==> config.mk <==
export PLATFORM = sky130hd
export DESIGN_NAME = mem_arbiter
export DESIGN_NICKNAME = d
export VERILOG_FILES = /design/src/rtl/mem_arbiter.sv
export SDC_FILE = /design/constraint.sdc
export NUM_CORES = 1
export LEC_CHECK = 0
export CORE_MARGIN = 8
export CORE_UTILIZATION = 42
export CTS_CLUSTER_DIAMETER = 60
export DETAILED_ROUTE_END_ITERATION = 6
export GPL_ROUTABILITY_DRIVEN = 0
export PLACE_DENSITY = 0.93
export SYNTH_ARGS = -nofsm -noshare
export SYNTH_HDL_FRONTEND = slang
export SYNTH_SLANG_ARGS = --single-unit
==> constraint.sdc <==
create_clock -name clk -period 3 [get_ports clk]
set_input_delay 0.6 -clock clk [delete_from_list [all_inputs] [get_ports clk]]
set_output_delay 0.6 -clock clk [all_outputs]
set_load 0.01 [all_outputs]
==> src/rtl/mem_arbiter.sv <==
// Two-port round-robin arbiter/sequencer for a single-port data memory (IDLE -> ACCESS -> RESP).
// Define ARB_FIXED_PRIO_EN to make port 0 always win ties (port 1 may starve).
module mem_arbiter #(
  parameter int AW = 10,
  parameter int DW = 16
) (
  input  logic          clk,
  input  logic          rst_n,
  input  logic [1:0]    req,
  input  logic [1:0]    we,
  input  logic [AW-1:0] adr0,
  input  logic [AW-1:0] adr1,
  input  logic [DW-1:0] wdata0,
  input  logic [DW-1:0] wdata1,
  output logic [1:0]    gnt,
  output logic [1:0]    rvalid,
  output logic [DW-1:0] rdata,
  output logic [AW-1:0] mem_adr,
  output logic [DW-1:0] mem_data,
  output logic          mem_wen,
  input  logic [DW-1:0] mem_rdata
);

  typedef enum logic [1:0] {IDLE, ACCESS, RESP} state_t;

  state_t        state;
  logic [AW-1:0] lat_adr;
  logic [DW-1:0] lat_wdata;
  logic          lat_we;
  logic          lat_id;
  logic          winner;

`ifdef ARB_FIXED_PRIO_EN
  always_comb winner = ~req[0];
`else
  logic last_served;

  // On a tie the port that was not served last wins.
  always_comb begin
    case (req)
      2'b01:   winner = 1'b0;
      2'b10:   winner = 1'b1;
      default: winner = ~last_served;
    endcase
  end
`endif

  always_ff @(posedge clk) begin
    if (!rst_n) begin
      state     <= IDLE;
      gnt       <= 2'b00;
      rvalid    <= 2'b00;
      rdata     <= '0;
      lat_adr   <= '0;
      lat_wdata <= '0;
      lat_we    <= 1'b0;
      lat_id    <= 1'b0;
`ifndef ARB_FIXED_PRIO_EN
      last_served <= 1'b1;
`endif
    end else begin
      case (state)
        IDLE: begin
          if (req != 2'b00) begin
            lat_adr   <= winner ? adr1 : adr0;
            lat_wdata <= winner ? wdata1 : wdata0;
            lat_we    <= we[winner];
            lat_id    <= winner;
            gnt       <= winner ? 2'b10 : 2'b01;
            state     <= ACCESS;
          end
        end
        ACCESS: begin
          if (!lat_we) rdata <= mem_rdata;
          gnt    <= 2'b00;
          rvalid <= lat_id ? 2'b10 : 2'b01;
`ifndef ARB_FIXED_PRIO_EN
          last_served <= lat_id;
`endif
          state  <= RESP;
        end
        RESP: begin
          rvalid <= 2'b00;
          state  <= IDLE;
        end
        default: state <= IDLE;
      endcase
    end
  end

  // The write strobe is gated by rst_n so an aborted transaction never commits.
  assign mem_wen  = (state == ACCESS) & lat_we & rst_n;
  assign mem_adr  = lat_adr;
  assign mem_data = lat_wdata;

endmodule

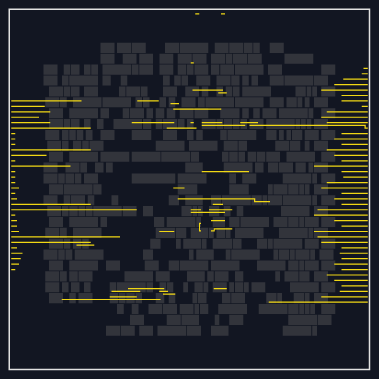
*Signal wires on met3, run 1*
(4 px per um) Cells faint in the background.
The layer carries 818 um of wire. The layer holds 11% of the routed length. The longest straight run is 31.1 um. 97 nets have wire on it. The wires run mostly horizontal.
met3 GRT Util: 0.0690
DRT Wirelength: 7280 um
DR vias: 2465

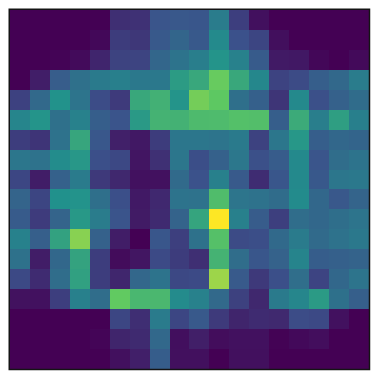
*Signal metal coverage by tile, run 1*
(4 px per um) The die is cut into 18 by 18 equal tiles; dark purple is low, yellow is high, scaled to the fullest tile. Values are wire area over tile area, all layers added.
The fullest tile reaches 0.57. 12% of the tiles are over half the peak. The emptiest ninth of the die: bottom left. 15% of the tiles are nearly empty.
WL per Instance: 15.8 um
Tot GR Track Use: 0.176

==> job_summary.md, run 1 <==
## Synthesis and layout report

| Metric | Value |
|---|---|
| Outcome | `completed` |
| Tool warnings | `32` |
| Final Power | `1.85 mW` |
| Number of synthesized flops with an enable pin | `0` |
| HP Class | `flop to flop` |
| Clock root buffer | `clkbuf_8` |
| Top Layout Cells | `120 x clkdlybuf4s50_1, 51 x dfxtp_1, 46 x o21ai_0, 41 x nand2_1, 28 x nand3_1` |
| Bufs and invs on worst path | `2` |
| Seq share, synth | `0.447` |
| Synth warn | `0` |
| Worst reg-to-reg setup slack | `0.98 ns` |
| Final Instance Count excl. Fillers | `461` |
| Hpwl dp | `5460 um` |
| Hold Path Depth | `2` |
| Final #Nets | `471` |
| Dpl cells | `454` |
| Share of cells above drive strength 1 | `0.0411` |
| Rel. slew slack | `0.321` |
| Area Overhead vs Synth | `59.2%` |
| FP Util | `0.425` |
| Worst-path fanout max | `28` |
| I/O pins | `121` |
| Reg2Reg Depth | `5` |
| Final Setup Violations | `0` |
| Crit start category | `input port` |
| Vias in the first global route | `2423` |
| Max stage delay on crit path | `0.78 ns` |
| RSZ-0062 raised after global routing | `false` |
| Hold worst-path end | `rdata[7]` |
| CTS tree | `yes` |
| Crit-path leading delay family | `simple AND/OR/NAND/NOR gates` |
| Worst Setup Path Type | `input port to flop` |
| Critical R2R Capture | `rdata[6]` |
| Fill cell count | `437` |
| Worst hold start | `rdata[7]` |
| PostCTS Resize Cnt | `0` |
| Top cell excl fill/tap | `clkdlybuf4s50_1` |
| Via density per instance | `5.35` |
| Net count after synthesis | `362` |
| Core region area | `5370 sq um` |
| Chip Height | `89.7 um` |
| Final ANT Viol Nets | `0` |
| Die area | `8050 sq um` |
| Htree depth | `2` |
| Asr flop ratio synth | `0` |
| Die Width | `89.7 um` |
| Slew @ Worst Pin | `1.02 ns` |
| I/O Buffers | `120` |
| CP cell instances | `clkdlybuf4s50_1, inv_1, ha_1, and2_1, o21ai_0, a31oi_1` |
| Dpl ws | `0.208 ns` |
| Crit path required time | `3.22 ns` |
| Overflow left after global routing | `0` |
| Pleak | `1.36 nW` |
| Post-CTS setup buffer count | `0` |
| TritonRoute pass-1 iters | `4` |
| Origin of the worst setup path | `req[1]` |
| Slowest-stage cell, CP | `and2_1` |
| Crit path time final | `2.49 ns` |
| Clock tree buffer depth | `2` |
| Max IR drop VDD | `0.233 mV` |
| Post-Route Skew | `0.00622 ns` |
| Final Hold Vio Count | `0` |
| Initial antenna violation count | `0` |
| Mapped Cells | `280` |
| Yosys Chip Area | `2280 sq um` |
| Crit end category | `flop` |
| Largest net degree at the start of global routing | `52` |
| DR DRC count | `0` |
| Crit share post-route | `0.832` |
| Cell row count | `27` |
| Clk slew on worst S/H paths | `0.09 ns` |
| Final Max Slew Viols | `0` |
| First-pass GRT wire length | `12000 um` |
| Crit path DAT | `2.72 ns` |
| Latency at later pin | `0.30 ns` |
| PnR worst setup slack | `0.505 ns` |
| Initial drt markers | `169` |
| Antenna cells | `0` |
| Number of hold buffers added after CTS | `0` |
| Post-synth regs | `51` |
| Pwr dens | `509 nW/um^2` |
| Dominant flop cell | `dfxtp_1` |
| Cell variety after synth | `27` |
| Max Cap Viol | `0` |
| Ys cells | `280` |
| Setup_tns | `0 ns` |
| Syn Area/Cell | `8.15 sq um` |
| FMAX | `0.401 GHz` |
| Worst r2r src | `state[1]` |
| Synthesized cell area | `2280 sq um` |
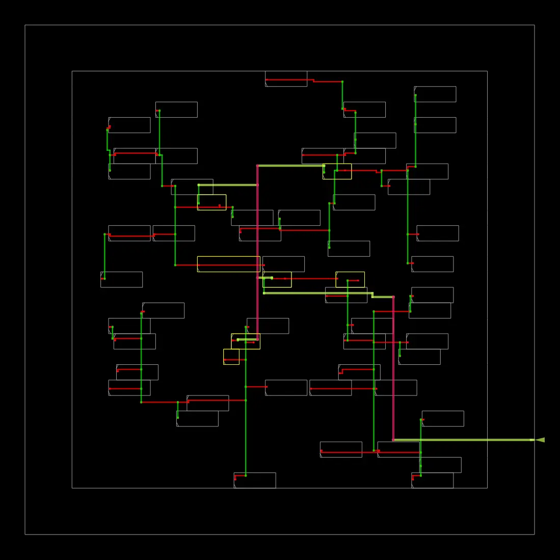
*Clock nets, run 1*
CLK BUF: 5
clk sink count: 51
Num CTS Buffers: 5

-- run 1: sequential cells by signal, summed over array words and instances, names as in the netlist --
name and count:
gnt 2, last_served 1, lat_id 1, lat_we 1, mem_adr 10, mem_data 16, rdata 16, rvalid 2
state 2
-- run 1: cell families (layout without fill, tap and decap cells) --
family	count (synthesis)	count (layout)	share of synthesized area
AOI/OAI and AO/OA	106	106	0.274
and+or+nand+nor	83	83	0.166
DFF	51	51	0.447
buffers and inverters	30	139	0.0609
adders and majority gates	8	8	0.0439
muxes	2	2	0.00877
-- run 1: final cells by class --
cell class                      count  area (sq um)  share of cell area
Clock inverter                      2          37.5              0.0103
Inverter                            5          18.8             0.00517
Clock buffer                        5          68.8              0.0189
Timing Repair Buffer              127          1270               0.349
Tap cell                           72          90.1              0.0248
Sequential cell                    51          1020               0.281
Multi-Input combinational cell    199          1130               0.311
-- run 1: cell usage after synthesis, types with 2 or more instances --
| library cell | count | area, sq um |
|---|---|---|
| nand3_1 | 28 | 140 |
| a21boi_1 | 3 | 22.5 |
| mux2i_1 | 2 | 20.0 |
| nor2b_1 | 3 | 18.8 |
| and2_1 | 3 | 18.8 |
| o21ai_1 | 10 | 50.1 |
| a21boi_0 | 17 | 128 |
| o21ai_0 | 46 | 230 |
| clkbuf_2 | 3 | 15.0 |
| nand2_1 | 41 | 154 |
| nor2_1 | 2 | 7.51 |
| dfxtp_1 | 51 | 1020 |
| inv_1 | 5 | 18.8 |
| buf_2 | 9 | 45.0 |
| ha_1 | 8 | 100 |
| nand2b_1 | 2 | 12.5 |
| a31oi_1 | 27 | 169 |
| clkbuf_1 | 11 | 41.3 |
-- run 1: tightest hold or removal path, cell delays in order (launching register included) --
cell and delay, ns:
dfxtp_1 0.32, nand2_1 0.04, a21boi_0 0.06
-- run 1: layer usage --
metal  vias to the layer above  track usage  share of wire
li1                       1200            -              -
met1                      1121        0.210           0.39
met2                       130        0.279           0.47
met3                        14       0.0690           0.11
met4                         0       0.0621          0.021
met5                         -            0              0
-- run 1: report_power, final --
| group | internal, mW | switching [mW] | leakage (nW) |
|---|---|---|---|
| combinational | 0.315 | 0.262 | 0.888 |
| clock | 0.244 | 0.216 | 0.0502 |
| sequential | 0.764 | 0.0464 | 0.421 |
-- run 1: stage by stage --
| step | area [sq um] | util | hold WS (ns) |
|---|---|---|---|
| 2_1_floorplan | 2280 | - | 0.458 |
| 5_1_grt | 3630 | 0.676 | 0.490 |
| 3_5_place_dp | 3530 | 0.656 | 0.457 |
| 4_1_cts | 3630 | 0.676 | 0.470 |
| 6_report | 3630 | 0.676 | 0.467 |
| 3_3_place_gp | 3530 | 0.656 | 0.449 |
-- run 1: worst max path at each step --
| stage | endpoint | cells after the start |
|---|---|---|
| floorplan | gnt[0] | 6 |
| global placement | gnt[0] | 6 |
| detailed placement | mem_data[11] | 6 |
| CTS | mem_adr[8] | 6 |
| global route | mem_adr[8] | 6 |
| finish | mem_adr[8] | 6 |
==> inputs of run 2 (changes only) <==
Settings changed: CORE_UTILIZATION 42 to 35, PLACE_DENSITY 0.93 to 0.84.
Clock period 3 ns to 2.05 ns, I/O delays scaled along.
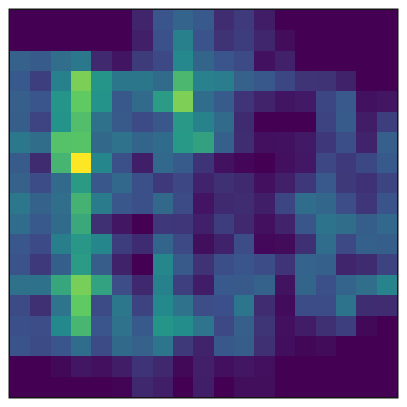
*Signal metal coverage by tile, run 2*
(4 px per um) The die is cut into 19 by 19 equal tiles; dark purple is low, yellow is high, scaled to the fullest tile. Values are wire area over tile area, all layers added.
DRT Wirelength: 7390 um
WL per Instance: 15.7 um
Tot GR Track Use: 0.152

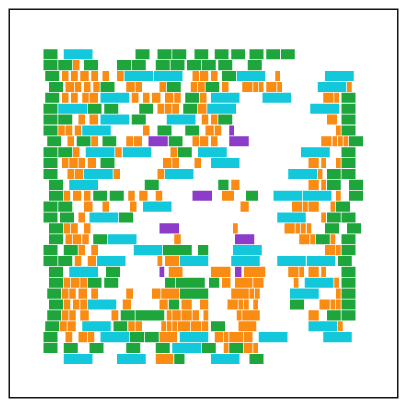
*Cell classes on the final placement, run 2*
(4 px per um)
remaining buffers and delay cells: drawn in green, cells 130, share of their area 37%. combinational and other logic: drawn in orange, cells 204, share of their area 32%. clock drivers and dummy loads: drawn in purple, cells 8, share of their area 2.3%. sequential cells: drawn in cyan, cells 51, share of their area 29%.

==> job_summary.md, run 2 <==
## Synthesis and layout report

| Metric | Value |
|---|---|
| Net count after synthesis | `362 (unchanged)` |
| Hold WS | `0.460 ns (-0.00734 ns)` |
| Largest net degree at the start of global routing | `52 (unchanged)` |
| Chip Height | `96.8 um (+7.8%)` |
| DP Area | `3590 sq um (+1.9%)` |
| I/O Buffers | `120 (unchanged)` |
| Cell area after layout | `3680 sq um (+1.2%)` |
| Combinational fraction of design power | `0.332 (+0.020)` |
| Final Hold Vio Count | `0 (unchanged)` |
| Initial drt markers | `133 (-21%)` |
| Top logic family | `AND-OR/OR-AND gates` |
| PostCTS Resize Cnt | `2 (+2)` |
| Rel. slew slack | `0.567 (+0.246)` |
| Worst hold start | `rdata[15]` |
| TritonRoute pass-1 iters | `4 (unchanged)` |
| Internal power | `1.84 mW (+39%)` |
| Seq share, synth | `0.447 (unchanged)` |
| DR DRC count | `0 (unchanged)` |
| Final Instance Count excl. Fillers | `470 (+2.0%)` |
| Yosys Chip Area | `2280 sq um (unchanged)` |
| Ys cells | `280 (unchanged)` |
| Xor/xnor share | `0 (unchanged)` |
| Final #Nets | `474 (+0.64%)` |
| HP Class | `flop to flop` |
| Share of cells above drive strength 1 | `0.0509 (+0.00976)` |
| P_sw | `777 uW (+48%)` |
| Number of hold buffers added after CTS | `0 (unchanged)` |
| Initial antenna violation count | `0 (unchanged)` |
| Final Max Slew Viols | `0 (unchanged)` |
| Slew @ Worst Pin | `0.646 ns (-0.371 ns)` |
| Dpl ws | `-0.126 ns (-0.335 ns)` |
| Slowest-stage cell, CP | `clkdlybuf4s50_1` |
| Worst Setup Path Type | `input port to flop` |
| PnR worst setup slack | `0.207 ns (-0.298 ns)` |
| Synthesized cell area | `2280 sq um (unchanged)` |
| Cell row count | `29 (+7.4%)` |
| Via density per instance | `5.16 (-3.5%)` |
| Top Layout Cells | `119 x clkdlybuf4s50_1, 51 x dfxtp_1, 46 x o21ai_0, 41 x nand2_1, 28 x nand3_1` |
| Crit end category | `flop` |
| Clk slew on worst S/H paths | `0.09 ns (about the same)` |
| Reg2Reg Depth | `5 (unchanged)` |
| Pleak | `1.39 nW (+1.9%)` |
| RSZ-0062 raised after global routing | `false` |
| Clock root buffer | `clkbuf_8` |
| Setup_tns | `0 ns (unchanged)` |
| Crit start category | `input port` |
| Yosys simple share | `0.166 (unchanged)` |
| DR vias | `2424 (-1.7%)` |
| Top cells by area | `dfxtp_1 45%, o21ai_0 10%, a31oi_1 7.4%` |
| Final Core Density | `0.582 (-0.0938)` |
| Num CTS Buffers | `5 (unchanged)` |
| Worst r2r src | `state[1]` |
| Vias in the first global route | `2480 (+2.4%)` |
| Synth cell count leaders | `51 x dfxtp_1, 46 x o21ai_0, 41 x nand2_1` |
| Die Width | `96.8 um (+7.8%)` |
| Critical R2R Capture | `rdata[6]` |
| Tool warnings | `32 (unchanged)` |
| Mapped Cells | `280 (unchanged)` |
| Synth top cell by count | `dfxtp_1` |
| Die area | `9360 sq um (+16%)` |
| Crit path DAT | `2.02 ns (-0.70 ns)` |
| Dpl cells | `462 (+1.8%)` |
| Crit share post-route | `0.899` |
| Final ANT Viol Nets | `0 (unchanged)` |
| Cell variety after synth | `27 (unchanged)` |
| Post-CTS setup buffer count | `0 (unchanged)` |
| Crit path required time | `2.23 ns (-0.99 ns)` |
| Core region area | `6310 sq um (+18%)` |
| FP Util | `0.361 (-0.0634)` |
| Complex Gates by Area | `0.274 (unchanged)` |
| Worst-path fanout max | `27 (-3.6%)` |
| Synth warn | `0 (unchanged)` |
| Hold Path Depth | `2 (unchanged)` |
| Post-synth regs | `51 (unchanged)` |
| CP cell instances | `clkdlybuf4s50_1, inv_1, ha_1, and2_1, buf_4, o21ai_0, a31oi_1` |
| Htree depth | `2 (unchanged)` |
| Clock tree buffer depth | `2 (unchanged)` |
| FMAX | `0.543 GHz` |
| Dominant flop cell | `dfxtp_1` |
| Clk sink count | `51 (unchanged)` |
| Overflow left after global routing | `0 (unchanged)` |
| Bufs and invs on worst path | `3 (+1)` |
| CTS tree | `yes` |
| Asr flop ratio synth | `0 (unchanged)` |
| MUX area fraction | `0.00877 (unchanged)` |
| Hpwl dp | `5400 um (-1.1%)` |
| Area Overhead vs Synth | `61.1%` |
| Max Cap Viol | `0 (unchanged)` |
| Outcome | `completed` |
| Hold worst-path end | `rdata[15]` |
| Latency at later pin | `0.30 ns (about the same)` |
| Crit-path leading delay family | `buffers and inverters` |
| Final Setup Violations | `0 (unchanged)` |
| Antenna cells | `0 (unchanged)` |
| Sequential share of power | `0.454 (+0.015)` |
| Switch share | `0.297 (+0.0133)` |
| Pwr dens | `711 nW/um^2 (+40%)` |
| Top cell excl fill/tap | `clkdlybuf4s50_1` |
| Number of synthesized flops with an enable pin | `0 (unchanged)` |
| Clk pwr share | `0.214 (-0.035)` |
| Yosys top cell area share | `0.447 (unchanged)` |
| First-pass GRT wire length | `12300 um (+2.4%)` |
| Syn Area/Cell | `8.15 sq um (unchanged)` |
| Post-Route Skew | `0.00763 ns (+0.00142 ns)` |
| Largest area contributor in the netlist | `dfxtp_1` |
| Crit path time final | `1.84 ns` |
| I/O pins | `121 (unchanged)` |
| Fill cell count | `562 (+29%)` |
| Final Power | `2.61 mW (+42%)` |
| Yosys adder share | `0.0439 (unchanged)` |
| Max stage delay on crit path | `0.45 ns (-0.33 ns)` |
| Worst reg-to-reg setup slack | `0.40 ns (-0.58 ns)` |
| Max IR drop VDD | `0.314 mV (+35%)` |
==> run 2: cell counts after synthesis <==
Identical to the previous run, type by type.
==> run 2: cell families after synthesis <==
group | after synthesis
mux | 2
fa+ha+maj | 8
simple gates | 83
compound gates | 106
flops | 51
buf+inv | 30
==> run 2: layout make-up <==
type | instances | area [sq um] | area share
inverter | 5 | 18.8 | 0.00510
clock inverter | 1 | 5.00 | 0.00136
timing repair buffer | 130 | 1330 | 0.360
clock buffer | 7 | 76.3 | 0.0208
sequential | 51 | 1020 | 0.278
multi-input combinational | 199 | 1130 | 0.309
tap | 77 | 96.3 | 0.0262
==> run 2: worst max-delay path by stage <==
stage / start / end / cells past startpoint / slack [ns]
after floorplan: req[0] / gnt[0] / 6 / 0.40
after global placement: req[0] / mem_adr[2] / 7 / -0.07
after detailed placement: req[0] / mem_adr[2] / 7 / -0.13
after CTS: state[1] / rdata[6] / 5 / 0.03
after global routing: state[1] / mem_wen / 4 / 0.12
final: req[0] / mem_adr[2] / 7 / 0.21
==> run 2: worst min-delay path, cell delays in order (launching register included) <==
cell and delay, ns:
dfxtp_1 0.31, nand2_1 0.05, a21boi_1 0.05
==> run 2: power by group through the flow <==
stage	Sequential, mW	Combinational [mW]	Clock (mW)
after floorplan	1.25	0.340	0
after global placement	1.20	0.858	0
after detailed placement	1.21	0.871	0
after CTS	1.19	0.878	0.582
after global routing	1.21	0.951	0.626
final	1.19	0.868	0.558
==> run 2: routing by layer <==
metal	routed length, um	up-vias	global-route usage
li1	-	1207	-
met1	3250	1092	0.180
met2	3270	117	0.238
met3	764	8	0.0711
met4	112	0	0.0497
met5	0	-	0
Power and IR drop assume default switching activity.
